File: config.mk
export PLATFORM = sky130hd
export DESIGN_NAME = ifu_fetch
export DESIGN_NICKNAME = d
export VERILOG_FILES = /design/src/rtl/ifu_pkg.sv /design/src/rtl/ifu_fifo.sv /design/src/rtl/ifu_fetch.sv
export SDC_FILE = /design/constraint.sdc
export NUM_CORES = 1
export LEC_CHECK = 0
export ABC_AREA = 1
export CAP_MARGIN = 10
export CORE_MARGIN = 2
export CORE_UTILIZATION = 62
export CTS_BUF_LIST = sky130_fd_sc_hd__clkbuf_4 sky130_fd_sc_hd__clkbuf_8 sky130_fd_sc_hd__clkbuf_16
export DETAILED_ROUTE_END_ITERATION = 7
export PLACE_DENSITY = 0.93
export SETUP_SLACK_MARGIN = 0.1
export SYNTH_ARGS = -nofsm -noshare
export SYNTH_HDL_FRONTEND = slang
export SYNTH_HIERARCHICAL = 1
export SYNTH_SLANG_ARGS = --single-unit
File: constraint.sdc
create_clock -name clk -period 25.7 [get_ports clk]
set_input_delay 5.14 -clock clk [delete_from_list [all_inputs] [get_ports clk]]
set_output_delay 5.14 -clock clk [all_outputs]
set_load 0.005 [all_outputs]
File: src/rtl/ifu_pkg.sv
// Shared types and constants for the instruction fetch stage.
// Fetch entries pair an instruction word with the PC it was read from.
package ifu_pkg;

    localparam int INST_W = 32;
    localparam logic [31:0] RESET_PC_DEF = 32'h8000_0000;
    localparam logic [INST_W-1:0] HALT_INST = '0;

    typedef enum logic [1:0] {
        ST_IDLE = 2'd0,
        ST_WAIT = 2'd1,
        ST_DROP = 2'd2
    } fetch_state_e;

    typedef struct packed {
        logic [31:0]       pc;
        logic [INST_W-1:0] inst;
    } fetch_entry_t;

    function automatic logic [31:0] align_pc(input logic [31:0] pc);
        return {pc[31:2], 2'b00};
    endfunction

endpackage

File: src/rtl/ifu_fifo.sv
// Small synchronous FIFO of fetch entries with flush; the head is read
// straight out of registered storage so the consumer sees stable data.
module ifu_fifo
    import ifu_pkg::*;
#(
    parameter int DEPTH = 4,
    localparam int AW = $clog2(DEPTH),
    localparam int CW = $clog2(DEPTH) + 1
) (
    input  logic         clk,
    input  logic         rst,
    input  logic         push,
    input  fetch_entry_t push_data,
    input  logic         pop,
    input  logic         flush,
    output logic [CW-1:0] count,
    output fetch_entry_t head
);

    fetch_entry_t  mem [DEPTH];
    logic [AW-1:0] wr_ptr;
    logic [AW-1:0] rd_ptr;
    logic          empty;
    logic          full;
    logic          do_push;
    logic          do_pop;

    assign empty   = (count == '0);
    assign full    = (count == CW'(DEPTH));
    // Flush wins over both ends; a push into a full FIFO is only taken
    // when the head leaves in the same cycle.
    assign do_pop  = pop && !empty && !flush;
    assign do_push = push && !flush && (!full || do_pop);
    assign head    = mem[rd_ptr];

    always_ff @(posedge clk or posedge rst) begin
        if (rst) begin
            wr_ptr <= '0;
            rd_ptr <= '0;
            count  <= '0;
            for (int i = 0; i < DEPTH; i++) begin
                mem[i] <= '0;
            end
        end else if (flush) begin
            wr_ptr <= '0;
            rd_ptr <= '0;
            count  <= '0;
        end else begin
            if (do_push) begin
                mem[wr_ptr] <= push_data;
                wr_ptr      <= wr_ptr + AW'(1);
            end
            if (do_pop) begin
                rd_ptr <= rd_ptr + AW'(1);
            end
            case ({do_push, do_pop})
                2'b10:   count <= count + CW'(1);
                2'b01:   count <= count - CW'(1);
                default: count <= count;
            endcase
        end
    end

endmodule

File: src/rtl/ifu_fetch.sv
// Instruction fetch stage: one outstanding word read, a small buffer of
// {pc, inst} pairs, redirect/flush support and a halt on the all-zero word.
module ifu_fetch
    import ifu_pkg::*;
#(
    parameter logic [31:0] RESET_PC   = RESET_PC_DEF,
    parameter int          FIFO_DEPTH = 4
) (
    input  logic         clk,
    input  logic         rst,
    output logic         req_valid,
    input  logic         req_ready,
    output logic [31:0]  req_addr,
    input  logic         resp_valid,
    input  logic [31:0]  resp_data,
    input  logic         redirect_valid,
    input  logic [31:0]  redirect_pc,
    output logic         out_valid,
    input  logic         out_ready,
    output logic [31:0]  out_inst,
    output logic [31:0]  out_pc,
    output logic         halted,
    output fetch_state_e state_dbg
);

    localparam int CW = $clog2(FIFO_DEPTH) + 1;

    fetch_state_e  state;
    logic [31:0]   fetch_pc;
    logic [31:0]   req_pc;
    logic [CW-1:0] count;
    fetch_entry_t  head;
    fetch_entry_t  push_entry;
    logic          push;
    logic          pop;

    // Handshakes: a transfer happens on a rising edge where valid && ready.
    // A valid source holds its payload stable until the transfer; ready may
    // change freely. req_valid is withheld during a redirect cycle, so a
    // redirect never coincides with an accepted request.
    assign req_valid = !rst && (state == ST_IDLE) && !halted &&
                       (count < CW'(FIFO_DEPTH)) && !redirect_valid;
    assign req_addr  = fetch_pc;

    assign push            = (state == ST_WAIT) && resp_valid && !redirect_valid;
    assign push_entry.pc   = req_pc;
    assign push_entry.inst = resp_data;
    assign pop             = out_valid && out_ready;

    assign out_valid = (count != '0);
    assign out_pc    = head.pc;
    assign out_inst  = head.inst;
    assign state_dbg = state;

    ifu_fifo #(
        .DEPTH (FIFO_DEPTH)
    ) u_fifo (
        .clk       (clk),
        .rst       (rst),
        .push      (push),
        .push_data (push_entry),
        .pop       (pop),
        .flush     (redirect_valid),
        .count     (count),
        .head      (head)
    );

    always_ff @(posedge clk or posedge rst) begin
        if (rst) begin
            state    <= ST_IDLE;
            fetch_pc <= RESET_PC;
            req_pc   <= '0;
            halted   <= 1'b0;
        end else if (redirect_valid) begin
            fetch_pc <= align_pc(redirect_pc);
            halted   <= 1'b0;
            // A request still in flight must have its response swallowed.
            case (state)
                ST_WAIT: state <= resp_valid ? ST_IDLE : ST_DROP;
                ST_DROP: state <= resp_valid ? ST_IDLE : ST_DROP;
                default: state <= ST_IDLE;
            endcase
        end else begin
            case (state)
                ST_IDLE: begin
                    if (req_valid && req_ready) begin
                        req_pc   <= fetch_pc;
                        fetch_pc <= fetch_pc + 32'd4;
                        state    <= ST_WAIT;
                    end
                end
                ST_WAIT: begin
                    if (resp_valid) begin
                        state <= ST_IDLE;
                        if (resp_data == HALT_INST) begin
                            halted <= 1'b1;
                        end
                    end
                end
                ST_DROP: begin
                    if (resp_valid) begin
                        state <= ST_IDLE;
                    end
                end
                default: state <= ST_IDLE;
            endcase
        end
    end

endmodule

### Congestion heat map

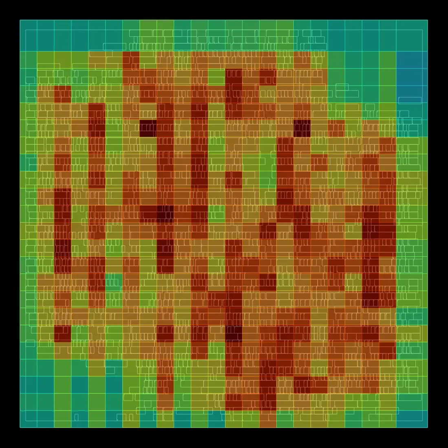
met1 GRT Util: 43.48%
Core Util, Final: 73.75%
Most Used Layer, Global Route: met2
Tot GR Track Use: 33.41%

### Selected gate families

The bar under the picture is 50 um long.
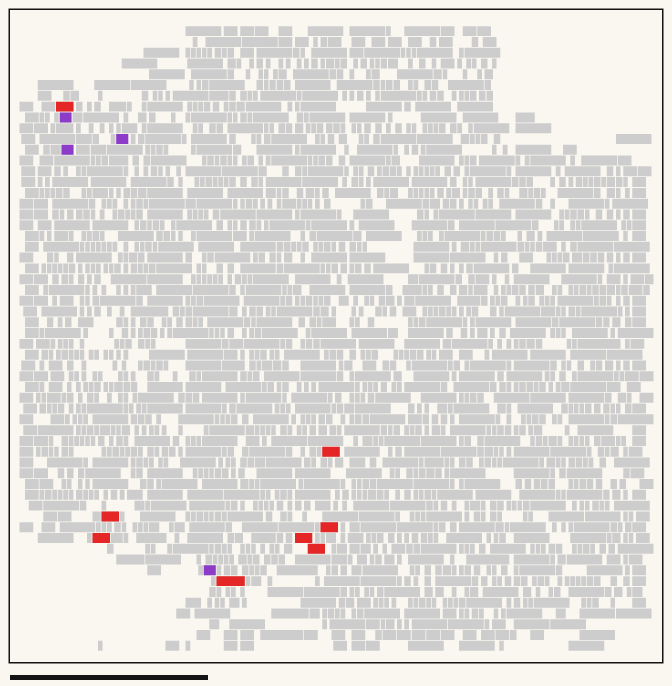
legend:
  purple:
    family: xor and xnor cells
    cells: 4
  red:
    family: fa/ha/maj cells
    cells: 8
    most_used: ha_1

### Register map, names as in the netlist

The bar under the picture is 50 um long.
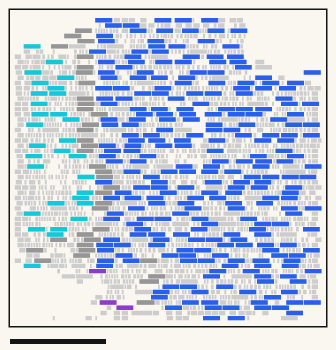
legend:
  cyan:
    signal: req_addr
    sequential_cells: 30
  purple:
    signal: u_fifo/count
    sequential_cells: 3
  blue:
    signal: u_fifo/mem
    sequential_cells: 256
not coloured: 37

### Placement by cell class

The bar under the picture is 50 um long.
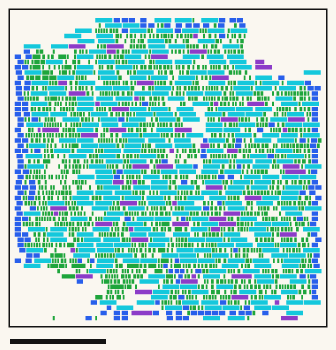
legend:
  cyan:
    class: registers
    cells: 326
  purple:
    class: clock drivers and dummy loads
    cells: 59
  blue:
    class: remaining buffers and delay cells
    cells: 185
  green:
    class: remaining logic cells
    cells: 1592
Finished Cell Area: 18630 um^2
sequential cell area share: 43.83%
# rows: 58
core area: 25250 um^2

==> flow_summary.yaml <==
# generated from flow reports
route:
  routed.top_layer: "met4"
  post_drt_wl_per_cell_um: 18.24
  wl_met2_um: 21590
  wl_met3_um: 5143
  via_count: 15110
  routed_wirelength_um: 45450
synthesis:
  ff_type: "dfrtp_1"
  yosys_area_um2: 15960
  xor_area_share_pct: 0.2195
  ys_sh_adder_pct: 0.6741
  simple_gate_share_pct: 24.45
  synthTopCellsByArea: "dfrtp_1, nand2_1, o21ai_1"
  avgSynthCellArea_um2: 7.794
  async_flop_share_pct: 100.0
  yosys-mux-area-fraction_pct: 0
clock_network:
  clockRootBuffer: "clkbuf_16"
  cts.sinks: 326
  cts_tree: "yes"
  clk_latency_ps: 530
  clk_pin_slew_ps: 60
pwr:
  power-top-group: "registers"
  p_sw_w: 0.0005089
  power.internal_w: 0.001117
  peakVddDrop_uv: 68.12
  powerDensity_nw_per_um2: 87.31
  switching_share_pct: 31.29
sta:
  fin_tns_setup_ps: 0
  rsz0062_at_grt: "no"
  setup_viol_count_final: 0
  worst_pin_slew_ps: 1249
  min_period_ps: 11960
job:
  tool_warnings: 34
placement:
  port_buffers: 166
  dp.cells: 2433
finish:
  nNonClkInverters: 72
  fin_cells: 2492
  syn_to_final_growth_pct: 16.69
  drive_gt1_share_pct: 5.319
  flops: 326
  logic_gates: 1520
  largest_class: "flip-flops and latches"
  n_fill_cell: 1750
  largest-register: "u_fifo/mem"
  comb_share_pct: 36.48
floorplanning:
  tapCellCount: 330
  dieArea_um2: 27040
setup_path:
  critPathMaxFanout: 36
  slowest_stage: "clkdlybuf4s50_1"
  worstPathArrival_ps: 6820
worst_hold_path:
  holdPathStages: 2
run_status:
  status: "finished, final reports clean"
global_route:
  grt_antenna_before_repair: 0
  grt_use_met2_pct: 54.64
  grt_remaining_overflow: 0
Power and IR drop assume default switching activity.
